`config.mk`:
```
export PLATFORM = sky130hd
export DESIGN_NAME = pwm_peripheral
export DESIGN_NICKNAME = d
export VERILOG_FILES = /design/src/rtl/pwm_pkg.sv /design/src/rtl/pwm_timebase.sv /design/src/rtl/pwm_peripheral.sv
export SDC_FILE = /design/constraint.sdc
export NUM_CORES = 1
export LEC_CHECK = 0
export CAP_MARGIN = 20
export CORE_MARGIN = 5
export CORE_UTILIZATION = 37
export CTS_CLUSTER_SIZE = 14
export DETAILED_ROUTE_END_ITERATION = 8
export HOLD_SLACK_MARGIN = 0.05
export PLACE_DENSITY_LB_ADDON = 0.3
export SLEW_MARGIN = 20
export SYNTH_ARGS = -nofsm -noshare
export SYNTH_HDL_FRONTEND = slang
export SYNTH_SLANG_ARGS = --single-unit
export TNS_END_PERCENT = 50
```
`constraint.sdc`:
```
create_clock -name clk -period 1.62 [get_ports clk]
set_input_delay 0.324 -clock clk [delete_from_list [all_inputs] [get_ports clk]]
set_output_delay 0.324 -clock clk [all_outputs]
set_load 0.02 [all_outputs]
```
`src/rtl/pwm_pkg.sv`:
```
// Shared constants and compare helper for the PWM peripheral.
// Latency: none (definitions only).
// Backpressure: none.
package pwm_pkg;
    localparam int PWM_CNT_W       = 8;
    localparam int N_CHANNELS      = 16;
    localparam int CLK_DIV_DEFAULT = 13;

    localparam logic [PWM_CNT_W-1:0] DUTY_FULL = 8'hFF;
    localparam logic [PWM_CNT_W-1:0] CNT_MAX   = 8'hFF;

    // Full-scale duty is forced high so count 255 cannot produce a one-count dip.
    function automatic logic pwm_level_f(input logic [PWM_CNT_W-1:0] cnt,
                                         input logic [PWM_CNT_W-1:0] duty);
        return (duty == DUTY_FULL) || (cnt < duty);
    endfunction
endpackage

```
`src/rtl/pwm_timebase.sv`:
```
// Prescaled free-running 8-bit PWM counter with period-boundary strobe.
// Latency: period_start registered one clk after the boundary cycle.
// Backpressure: none, free-runs out of reset.
module pwm_timebase
    import pwm_pkg::*;
#(
    parameter int CLK_DIV = CLK_DIV_DEFAULT
) (
    input  logic                 clk,
    input  logic                 rst_n,
    output logic [PWM_CNT_W-1:0] pwm_cnt,
    output logic                 boundary,
    output logic                 period_start
);
    localparam int              DIV_W   = (CLK_DIV > 1) ? $clog2(CLK_DIV) : 1;
    localparam logic [DIV_W-1:0] DIV_MAX = DIV_W'(CLK_DIV - 1);

    logic [DIV_W-1:0]     div_cnt_d, div_cnt_q;
    logic [PWM_CNT_W-1:0] pwm_cnt_d, pwm_cnt_q;
    logic                 period_start_d, period_start_q;
    logic                 tick;

    always_comb begin
        tick           = (div_cnt_q == DIV_MAX);
        div_cnt_d      = tick ? '0 : div_cnt_q + DIV_W'(1);
        // 255 -> 0 wrap comes from natural 8-bit overflow.
        pwm_cnt_d      = tick ? pwm_cnt_q + PWM_CNT_W'(1) : pwm_cnt_q;
        boundary       = tick && (pwm_cnt_q == CNT_MAX);
        period_start_d = boundary;
    end

    always_ff @(posedge clk or negedge rst_n) begin
        if (!rst_n) begin
            div_cnt_q      <= '0;
            pwm_cnt_q      <= '0;
            period_start_q <= 1'b0;
        end else begin
            div_cnt_q      <= div_cnt_d;
            pwm_cnt_q      <= pwm_cnt_d;
            period_start_q <= period_start_d;
        end
    end

    assign pwm_cnt      = pwm_cnt_q;
    assign period_start = period_start_q;
endmodule

```
`src/rtl/pwm_peripheral.sv`:
```
// 16-channel PWM output stage; PWM_SHADOW_EN shadows the duty at period boundaries.
// Latency: one clk from enables/count to out.
// Backpressure: none.
module pwm_peripheral
    import pwm_pkg::*;
#(
    parameter int CLK_DIV = CLK_DIV_DEFAULT
) (
    input  logic                  clk,
    input  logic                  rst_n,
    input  logic [7:0]            en_reg_out_7_0,
    input  logic [7:0]            en_reg_out_15_8,
    input  logic [7:0]            en_reg_pwm_7_0,
    input  logic [7:0]            en_reg_pwm_15_8,
    input  logic [7:0]            pwm_duty_cycle,
    output logic [N_CHANNELS-1:0] out,
    output logic                  period_start
);
    logic [PWM_CNT_W-1:0]  pwm_cnt;
    logic                  boundary;
    logic [PWM_CNT_W-1:0]  duty_eff;
    logic                  pwm_level;
    logic [N_CHANNELS-1:0] en_out, en_pwm;
    logic [N_CHANNELS-1:0] out_d, out_q;

    pwm_timebase #(
        .CLK_DIV (CLK_DIV)
    ) u_timebase (
        .clk          (clk),
        .rst_n        (rst_n),
        .pwm_cnt      (pwm_cnt),
        .boundary     (boundary),
        .period_start (period_start)
    );

`ifdef PWM_SHADOW_EN
    logic [PWM_CNT_W-1:0] duty_shadow_d, duty_shadow_q;

    // Duty written on the boundary edge itself is captured for the new period.
    always_comb begin
        duty_shadow_d = duty_shadow_q;
        if (boundary) duty_shadow_d = pwm_duty_cycle;
    end

    always_ff @(posedge clk or negedge rst_n) begin
        if (!rst_n) duty_shadow_q <= '0;
        else        duty_shadow_q <= duty_shadow_d;
    end

    assign duty_eff = duty_shadow_q;
`else
    logic unused_boundary;
    assign unused_boundary = boundary;
    assign duty_eff        = pwm_duty_cycle;
`endif

    always_comb begin
        en_out    = {en_reg_out_15_8, en_reg_out_7_0};
        en_pwm    = {en_reg_pwm_15_8, en_reg_pwm_7_0};
        pwm_level = pwm_level_f(pwm_cnt, duty_eff);
        out_d     = en_out & (~en_pwm | {N_CHANNELS{pwm_level}});
    end

    always_ff @(posedge clk or negedge rst_n) begin
        if (!rst_n) out_q <= '0;
        else        out_q <= out_d;
    end

    assign out = out_q;
endmodule

```
==> run_1/m3.png <==
Scale bar: 20 um.
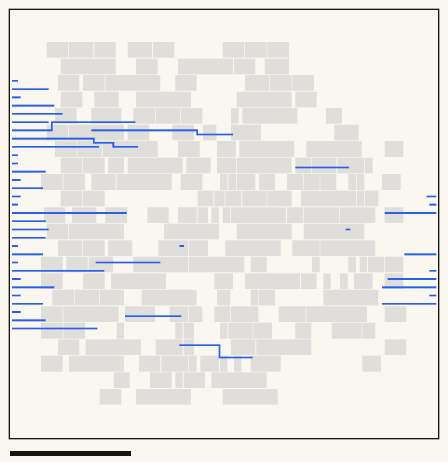
main direction	horizontal
wire length on this layer	298 um
share of all routed wire	9.2%
longest straight run	18.6 um

==> run_1/m1.png <==
Scale bar: 20 um. Supply wires on this layer in gray.
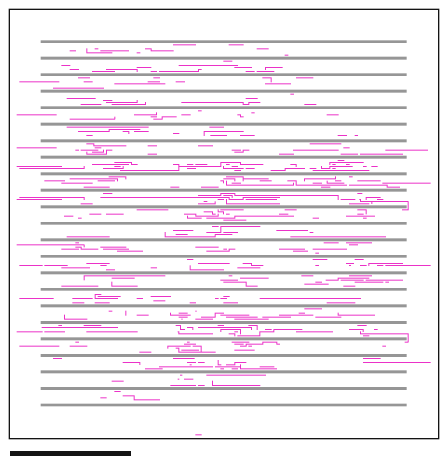
share of all routed wire	39%
wire length on this layer	1260 um

==> run_1/congestion_map.png <==
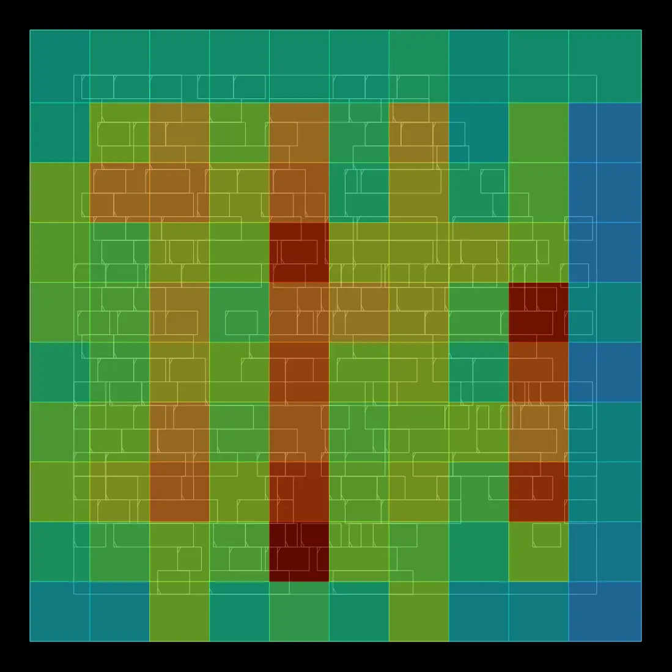
met1 Resource Use GR: 15.3%
GRT busiest layer: met2

==> flow_metrics.py, run 1 <==
# Metrics from the implementation run
metrics = {
    "synth": {
        "numSynthFlops": 29,
        "ys_sh_xor_pct": 5.18,
        "syn_area_per_cell_um2": 12.9,
        "ff_type": "dfrtp_1",
        "simple_gate_area_share_pct": 7.95,
        "yosys.area.top_type": "dfrtp_1",
        "ys_cells": 105,
    },
    "power_and_ir_drop": {
        "switching_share_pct": 22.3,
        "power_combinational_uw": 252,
        "p_sw_uw": 346,
        "seq-power_uw": 751,
        "pg_clk_uw": 547,
        "power_frac_seq_pct": 48.4,
    },
    "clock_network": {
        "cts_resized": 28,
        "h-tree-depth": 2,
        "clkSinkCount": 29,
        "tritoncts": "yes",
        "cts_buffers": 5,
        "insertion_delay_ns": 0.27,
    },
    "final_layout": {
        "nNetsFinal": 236,
        "seqCellArea_um2": 726,
        "dominant_cells": "flip-flops and latches",
        "final-clk-cell-share_pct": 3.51,
        "seq_area_share_pct": 31.8,
        "final_cells": 233,
        "drive_gt1_share_pct": 28.6,
        "clock_buffers": 8,
        "nMultiInputCombCells": 64,
        "fillers": 308,
        "inverters": 10,
        "antenna_cells": 0,
    },
    "route": {
        "top_layer_used": "met4",
        "vias_per_cell": 4.66,
        "drt-wirelength-per-cell_um": 13.9,
        "wirelength_um": 3230,
        "dr_wl_met3_um": 297,
        "dr.pass1.iters": 3,
    },
    "floorplanning": {
        "fp.dieArea_mm2": 0.00497,
        "n_tap_cell": 48,
        "io_pins": 59,
        "die_w_um": 70.5,
        "fp_util_pct": 37.5,
    },
    "timing": {
        "setup_viol": 16,
        "hold_viol": 0,
        "worst_slew_pin_slew_ns": 0.362,
        "skew_ns": 0.00292,
        "timing.final.ws_setup_ns": -0.0676,
        "rsz0062_at_grt": "true",
    },
    "flow_run": {
        "cap_violations": 0,
        "warning_count": 30,
    },
    "critical_path": {
        "rrSetupSlack_ns": -0.07,
        "arrival_ns": 1.85,
        "startpoint_type": "flip-flop",
        "path_max_fanout": 8,
        "r2r-start": "u_timebase.pwm_cnt[6]",
        "crit_type": "reg2reg",
        "crit_start": "u_timebase.pwm_cnt[6]",
    },
    "placement": {
        "post-place-ws_ns": -0.638,
        "portBuffers": 58,
    },
    "status": {
        "status": "finished, violations left",
        "violations": "setup timing",
    },
    "global_routing": {
        "grt_max_degree": 30,
        "grt_pass1_vias": 1314,
    },
}
## run 1: how the worst max path moves through the flow
| stage | endpoint | cells after the start |
|---|---|---|
| CTS | out[5] | 6 |
| finish | out[0] | 6 |
| global placement | out[3] | 8 |
| detailed placement | out[2] | 8 |
| floorplan | out[10] | 6 |
| global route | out[0] | 6 |
## run 1: metal layers
layer,up-vias,track usage [%]
met5,-,0
met2,47,25.9
met4,0,5.96
met3,8,7.34
met1,509,15.3
li1,521,-
## run 1: flip-flops by register name, summed over array words and instances (netlist names)
| signal | count |
|---|---|
| out | 16 |
| u_timebase.div_cnt_q | 4 |
| u_timebase.period_start | 1 |
| u_timebase.pwm_cnt | 8 |
## run 1: layout by cell type (no fill, tap or decap), types with 3 or more instances in the layout
| cell | n |
|---|---|
| dlygate4sd2_1 | 7 |
| xnor2_1 | 5 |
| nor2_1 | 6 |
| clkdlybuf4s50_1 | 51 |
| dfrtp_1 | 29 |
| clkbuf_1 | 3 |
| buf_4 | 14 |
| ha_1 | 6 |
| ha_4 | 4 |
| inv_1 | 6 |
| xor2_1 | 3 |
| inv_2 | 4 |
| clkbuf_8 | 5 |
| nand2_1 | 3 |
| nand4_1 | 3 |
| a21boi_2 | 15 |
## run 1: per-stage QoR
step	util [%]	cell area [um^2]	hold WS, ns	total power, mW
6_report	63.2	2280	0.430	1.55
5_1_grt	63.2	2280	0.463	1.63
4_1_cts	63.4	2290	0.435	1.58
3_5_place_dp	58.4	2110	0.457	1.01
3_3_place_gp	58.4	2110	0.448	1.00
2_1_floorplan	-	1380	0.0284	0.834
## run 1: critical path: stages (launching register included)
cell and delay [ns]:
dfrtp_1 0.41, ha_4 0.29, and4_4 0.24, o21ai_4 0.06
o32ai_4 0.31, buf_6 0.20, a21boi_1 0.07
==> run 1 -> run 2 <==
- CORE_UTILIZATION: 37 -> 41
- clock period: 1.62 -> 1.6 ns (I/O delays scaled with it)
==> run_2/m3.png <==
Scale bar: 20 um.
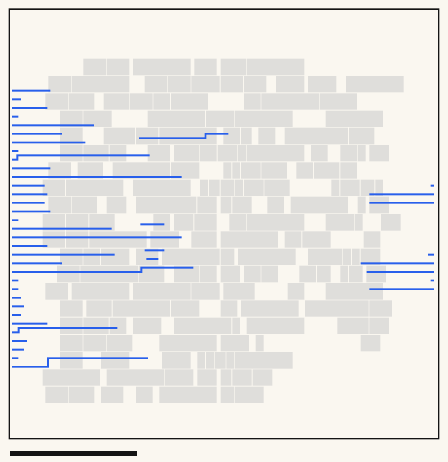
longest straight run	26.4 um
nets with wire on the layer	42
routed vias: 1097
Post-Route WL: 3520 um

==> run 2 against run 1 <==
Effect of this change: the flow still finishes with violations (setup timing); global-route usage up 2.7 points; core utilization up 11 points; die area down 8.4%; register-to-register slack gained 0.03 ns; wire length is 8.9% higher; synthesized area unchanged; sequential cell count unchanged; largest cell class is now non-clock buffers; highest routed layer unchanged.
==> flow_metrics.py, run 2 <==
# Metrics from the implementation run
metrics = {
    "clock_network": {
        "tritoncts": "yes",
        "h-tree-depth": 2,
        "clkSinkCount": 29,
        "cts_buffer_depth": 2,
        "hold_buffers": 0,
        "insertion_delay_ns": 0.31,
        "cts_buffers": 5,
        "cts_root_buf": "clkbuf_4",
    },
    "synth": {
        "yosysChipArea_mm2": 0.00135,
        "netlist.area_leader.share_pct": 53.6,
        "syn_nets": 157,
        "yosysWarnings": 0,
        "ys_top_cells_by_count": "dfrtp_1, a21boi_2, ha_1, inv_1",
        "numSynthFlops": 29,
        "yosys.area.top_type": "dfrtp_1",
        "ff_type": "dfrtp_1",
        "synthTopCellsByArea": "dfrtp_1, ha_1, a21boi_2, a21boi_0, xnor2_1",
        "ys_cells": 105,
        "synth.most_common_cell": "dfrtp_1",
        "syn_area_per_cell_um2": 12.9,
        "synth_area_mm2": 0.00135,
    },
    "placement": {
        "place_area_mm2": 0.00210,
        "dp_hpwl_um": 2560,
        "post-place-ws_ns": -0.614,
        "portBuffers": 58,
    },
    "floorplanning": {
        "die_w_um": 67.5,
        "fp_util_pct": 43.6,
        "fp.dieArea_mm2": 0.00455,
        "die-height_um": 67.5,
        "core-area_mm2": 0.00310,
        "placementRows": 20,
        "n_tap_cell": 44,
        "io_pins": 59,
    },
    "final_layout": {
        "inverters": 10,
        "buf_share_pct": 31.8,
        "antenna_cells": 0,
        "nNetsFinal": 236,
        "nMultiInputCombCells": 64,
        "final_layout_top_logic_cells": "clkdlybuf4s50_1, dfrtp_1, buf_4",
        "seqCellArea_um2": 727,
        "finalInstanceArea_mm2": 0.00229,
        "clock_buffers": 7,
        "utilization_pct": 73.9,
        "largest_register_ffs": 16,
        "seq_area_share_pct": 31.7,
        "dominant_cells": "non-clock buffers",
        "drive_gt1_share_pct": 31.4,
        "flop-count": 29,
        "final-clk-cell-share_pct": 3.06,
        "fillers": 222,
        "lay_top_count": "clkdlybuf4s50_1",
    },
    "global_routing": {
        "overflow": 0,
        "grt_max_degree": 30,
        "grt_pass1_vias": 1294,
        "antenna_found_initial": 0,
    },
    "timing": {
        "rsz0062_at_grt": "true",
        "worst_slew_pin_slew_ns": 0.362,
        "skew_ns": 0.00353,
        "fin_crit_ns": 1.63,
        "whs_ns": 0.373,
        "setup_viol": 16,
        "hold_viol": 0,
        "timing.final.ws_setup_ns": -0.0339,
    },
    "critical_path": {
        "crit_type": "reg2reg",
        "path_max_fanout": 8,
        "critPathBufInv": 1,
        "crit_path_top_delay_cell": "dfrtp_2",
        "slowest_delay_ns": 0.45,
        "arrival_ns": 1.84,
        "cp_top_family": "flip-flops",
        "startpoint_type": "flip-flop",
        "crit_chain": "ha_4 > and4_4 > o21ai_2 > o32ai_4 > buf_6 > a21boi_1",
        "crit_required_ns": 1.80,
    },
    "flow_run": {
        "warning_count": 30,
        "cap_violations": 0,
    },
    "route": {
        "ant_nets": 0,
        "vias_per_cell": 4.79,
        "dr.pass1.iters": 4,
        "route.detailed.drc": 0,
    },
    "power_and_ir_drop": {
        "intPower_mw": 1.16,
        "power_frac_seq_pct": 50.5,
        "p_sw_uw": 346,
        "fin_total_pwr_mw": 1.50,
        "switching_share_pct": 23.0,
        "power_leakage_nw": 1.14,
        "p_per_area_mw_per_mm2": 655,
        "p_clk_share_pct": 33.1,
    },
    "hold_path": {
        "hold_path.class": "in2async",
    },
    "status": {
        "status": "finished, violations left",
        "violations": "setup timing",
    },
}
==> run_2/congestion_map.png <==
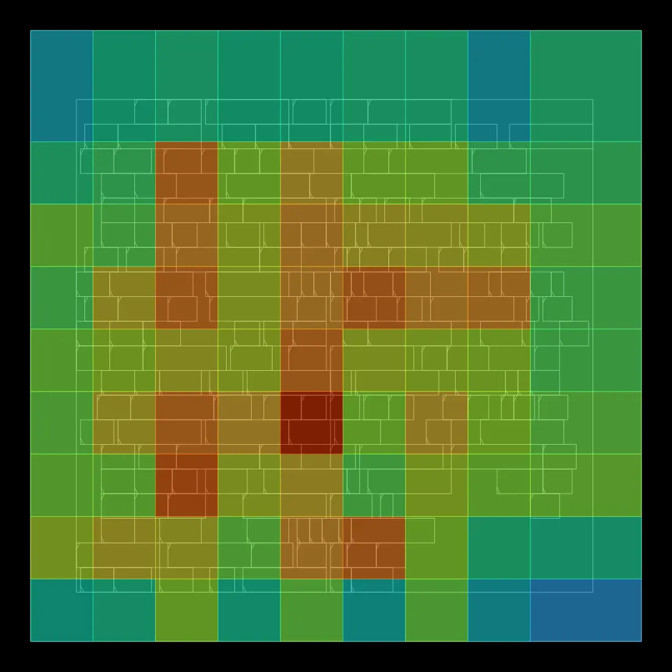
Tot GR Track Use: 17.7%
DR WL/cell: 15.4 um
met2 usage: 31.3%

## run 2: worst paths after layout
kind                                         start                 endpoint  slack (ns)  cells past startpoint
max                          u_timebase.pwm_cnt[5]                  out[15]       -0.03                      6
min                                          rst_n  u_timebase.div_cnt_q[1]        0.37                      2
max reg2reg                  u_timebase.pwm_cnt[5]                  out[15]       -0.03                      6
min reg2reg                u_timebase.div_cnt_q[3]  u_timebase.div_cnt_q[3]        0.48                      1
max in group asynchronous                    rst_n    u_timebase.pwm_cnt[5]        0.93                      2
min in group clk           u_timebase.div_cnt_q[3]  u_timebase.div_cnt_q[3]        0.48                      1
## run 2: cell families after synthesis
| kind of cell | synth area share (%) |
|---|---|
| AND/OR/NAND/NOR | 7.95 |
| buffers and inverters | 3.97 |
| flip-flops | 53.6 |
| adder cells (fa/ha/maj) | 9.24 |
| AND-OR/OR-AND | 19.2 |
| multiplexers | 0.832 |
| XOR/XNOR | 5.18 |
## run 2: stage by stage
step | instances | TNS, ns
final | 229 | -0.307
after global routing | 229 | -1.42
after CTS | 227 | -1.64
after detailed placement | 217 | -8.86
after global placement | 217 | -7.79
after floorplan | 105 | -0.472
## run 2: power groups by stage
stage / clock network, mW / logic, mW / registers (mW)
after global placement: 0 / 0.241 / 0.773
final: 0.497 / 0.247 / 0.758
after floorplan: 0 / 0.0424 / 0.802
after CTS: 0.510 / 0.253 / 0.758
after detailed placement: 0 / 0.247 / 0.773
after global routing: 0.546 / 0.266 / 0.760
## run 2: what timing repair did
action | CTS | global route
resized | 30 | 19
setup endpoints to repair | 19 | 32
gates cloned | 1 | 0
buffers inserted | 1 | 5
pin swaps | 7 | 4
## run 2: layer usage
layer  track usage [%]  part of all wire (%)
met1              18.4                    37
met2              31.3                    52
met3              7.99                   9.9
met4              5.57                  0.43
met5                 0                     0
==> run 2 -> run 3 <==
- ABC_CLOCK_PERIOD_IN_PS: not set -> 1600
==> run_3/gates.png <==
Scale bar: 20 um.
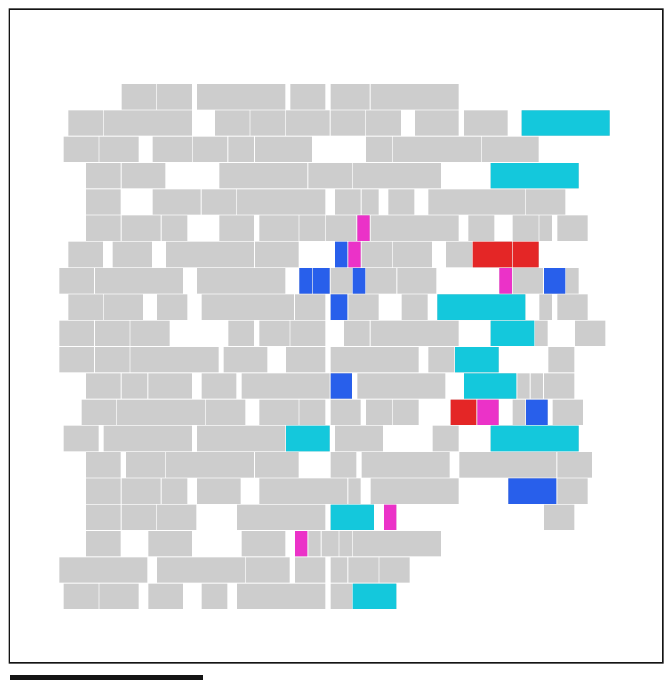
color	family	cells
red	non-inverting ao/oa cells	3
cyan	fa/ha/maj cells	10
blue	nand cells	9
magenta	nor cells	6

==> run 3 against run 2 <==
Effect of this change: the run still ends with setup timing left; maximum frequency is the same; synthesized cell count is the same; first-iteration DRC count is the same; sequential power is essentially flat; combinational power is essentially flat; core utilization is the same; global-route usage is the same; synthesized area is the same; wire length is the same; cell count is the same; highest routed layer unchanged.
==> flow_metrics.py, run 3 <==
# Metrics from the implementation run
metrics = {
    "floorplanning": {
        "core-area_mm2": 0.00310,
        "placementRows": 20,
        "die-height_um": 67.5,
        "io_pins": 59,
        "fp.dieArea_mm2": 0.00455,
        "die_w_um": 67.5,
    },
    "global_routing": {
        "antenna_found_initial": 0,
        "overflow": 0,
        "grt_pass1_vias": 1294,
    },
    "route": {
        "top_layer_used": "met4",
        "vias_per_cell": 4.79,
        "drt-wirelength-per-cell_um": 15.4,
        "route.detailed.drc": 0,
        "ant_nets": 0,
        "wl_met1_um": 1320,
        "via_count": 1097,
        "dr_wl_met3_um": 349,
    },
    "synth": {
        "syn_nets": 157,
        "syn_area_per_cell_um2": 12.9,
        "numSynthFlops": 29,
        "yosysWarnings": 0,
        "netlist.area_leader.share_pct": 53.6,
        "yosys.area.top_type": "dfrtp_1",
        "ys_top_cells_by_count": "dfrtp_1, a21boi_2, ha_1, inv_1",
        "synth.most_common_cell": "dfrtp_1",
        "yosysChipArea_mm2": 0.00135,
    },
    "critical_path": {
        "r2r-end": "out[15]",
        "path_max_fanout": 8,
        "crit_type": "reg2reg",
        "r2r-start": "u_timebase.pwm_cnt[5]",
        "arrival_ns": 1.84,
        "crit_start": "u_timebase.pwm_cnt[5]",
        "endpoint": "out[15]",
        "rrSetupSlack_ns": -0.03,
        "startpoint_type": "flip-flop",
        "reg2regPathDepth": 6,
    },
    "final_layout": {
        "lay_top_count": "clkdlybuf4s50_1",
        "utilization_pct": 73.9,
        "antenna_cells": 0,
        "nNetsFinal": 236,
        "largest_register_ffs": 16,
        "final_cells": 229,
        "fillers": 222,
        "final_layout_top_logic_cells": "clkdlybuf4s50_1, dfrtp_1, buf_4",
    },
    "clock_network": {
        "cts_buffer_depth": 2,
        "hold_buffers": 0,
        "cts_buffers": 5,
        "h-tree-depth": 2,
        "insertion_delay_ns": 0.31,
        "cts_root_buf": "clkbuf_4",
    },
    "timing": {
        "setup_viol": 16,
        "skew_ns": 0.00353,
        "hold_viol": 0,
        "whs_ns": 0.373,
        "final.setup.tns_ns": -0.307,
        "timing.final.ws_setup_ns": -0.0339,
        "fin_crit_ns": 1.63,
    },
    "placement": {
        "place_area_mm2": 0.00210,
        "post-place-ws_ns": -0.614,
        "portBuffers": 58,
        "place_inst": 217,
    },
    "power_and_ir_drop": {
        "fin_total_pwr_mw": 1.50,
        "p_per_area_mw_per_mm2": 655,
        "power_leakage_nw": 1.14,
    },
    "hold_path": {
        "hold_path.class": "in2async",
    },
    "status": {
        "violations": "setup timing",
        "status": "finished, violations left",
    },
    "flow_run": {
        "cap_violations": 0,
    },
}
==> run_3/m1.png <==
Scale bar: 20 um. Supply wires on this layer in gray.
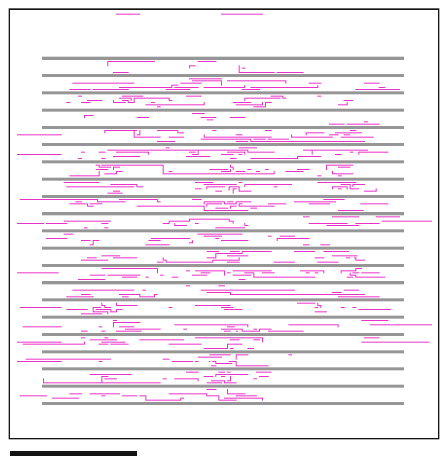
nets with wire on the layer	204
longest straight run	22.1 um
wire length on this layer	1320 um
share of all routed wire	37%
main direction	horizontal

[run 3: cell counts after synthesis]
No cell type changed its count.
[run 3: where the power goes]
part | total, mW | internal, mW | switching [mW]
clock | 0.497 | 0.254 | 0.243
combinational | 0.247 | 0.149 | 0.0984
sequential | 0.758 | 0.753 | 0.00474
total | 1.50 | 1.16 | 0.346
[run 3: cell families (layout without fill, tap and decap cells)]
kind of cell | after synthesis | count (layout) | share of synthesized area (%)
AND/OR/NAND/NOR | 19 | 19 | 7.95
AND-OR/OR-AND | 26 | 26 | 19.2
XOR/XNOR | 8 | 8 | 5.18
buffers and inverters | 12 | 92 | 3.97
adder cells (fa/ha/maj) | 10 | 10 | 9.24
multiplexers | 1 | 1 | 0.832
flip-flops | 29 | 29 | 53.6
[run 3: layer usage]
layer	global-route usage, %	vias to the layer above
li1	-	523
met5	0	-
met2	31.3	47
met3	7.99	2
met4	5.57	0
met1	18.4	525
[run 3: critical path, stage by stage (launching register included)]
cell and delay [ns]:
dfrtp_2 0.45, ha_4 0.27, and4_4 0.21, o21ai_2 0.07, o32ai_4 0.25, buf_6 0.19, a21boi_1 0.08
[run 3: area by class of cell]
type	instances	area (um^2)	share of cell area (%)
repair buffers	74	728	31.8
flip-flops and latches	29	727	31.7
multi-input cells	64	674	29.4
clock buffers	7	65.1	2.84
well taps	44	55.1	2.40
inverters	10	37.5	1.64
clock inverters	1	5.00	0.218
[run 3: timing repair]
item / 4_1_cts / 5_1_grt
buffers inserted: 1 / 5
setup endpoints to repair: 19 / 32
resized: 30 / 19
gates cloned: 1 / 0
pin swaps: 7 / 4
No activity file was given, so power comes from the tool's default toggle rates.
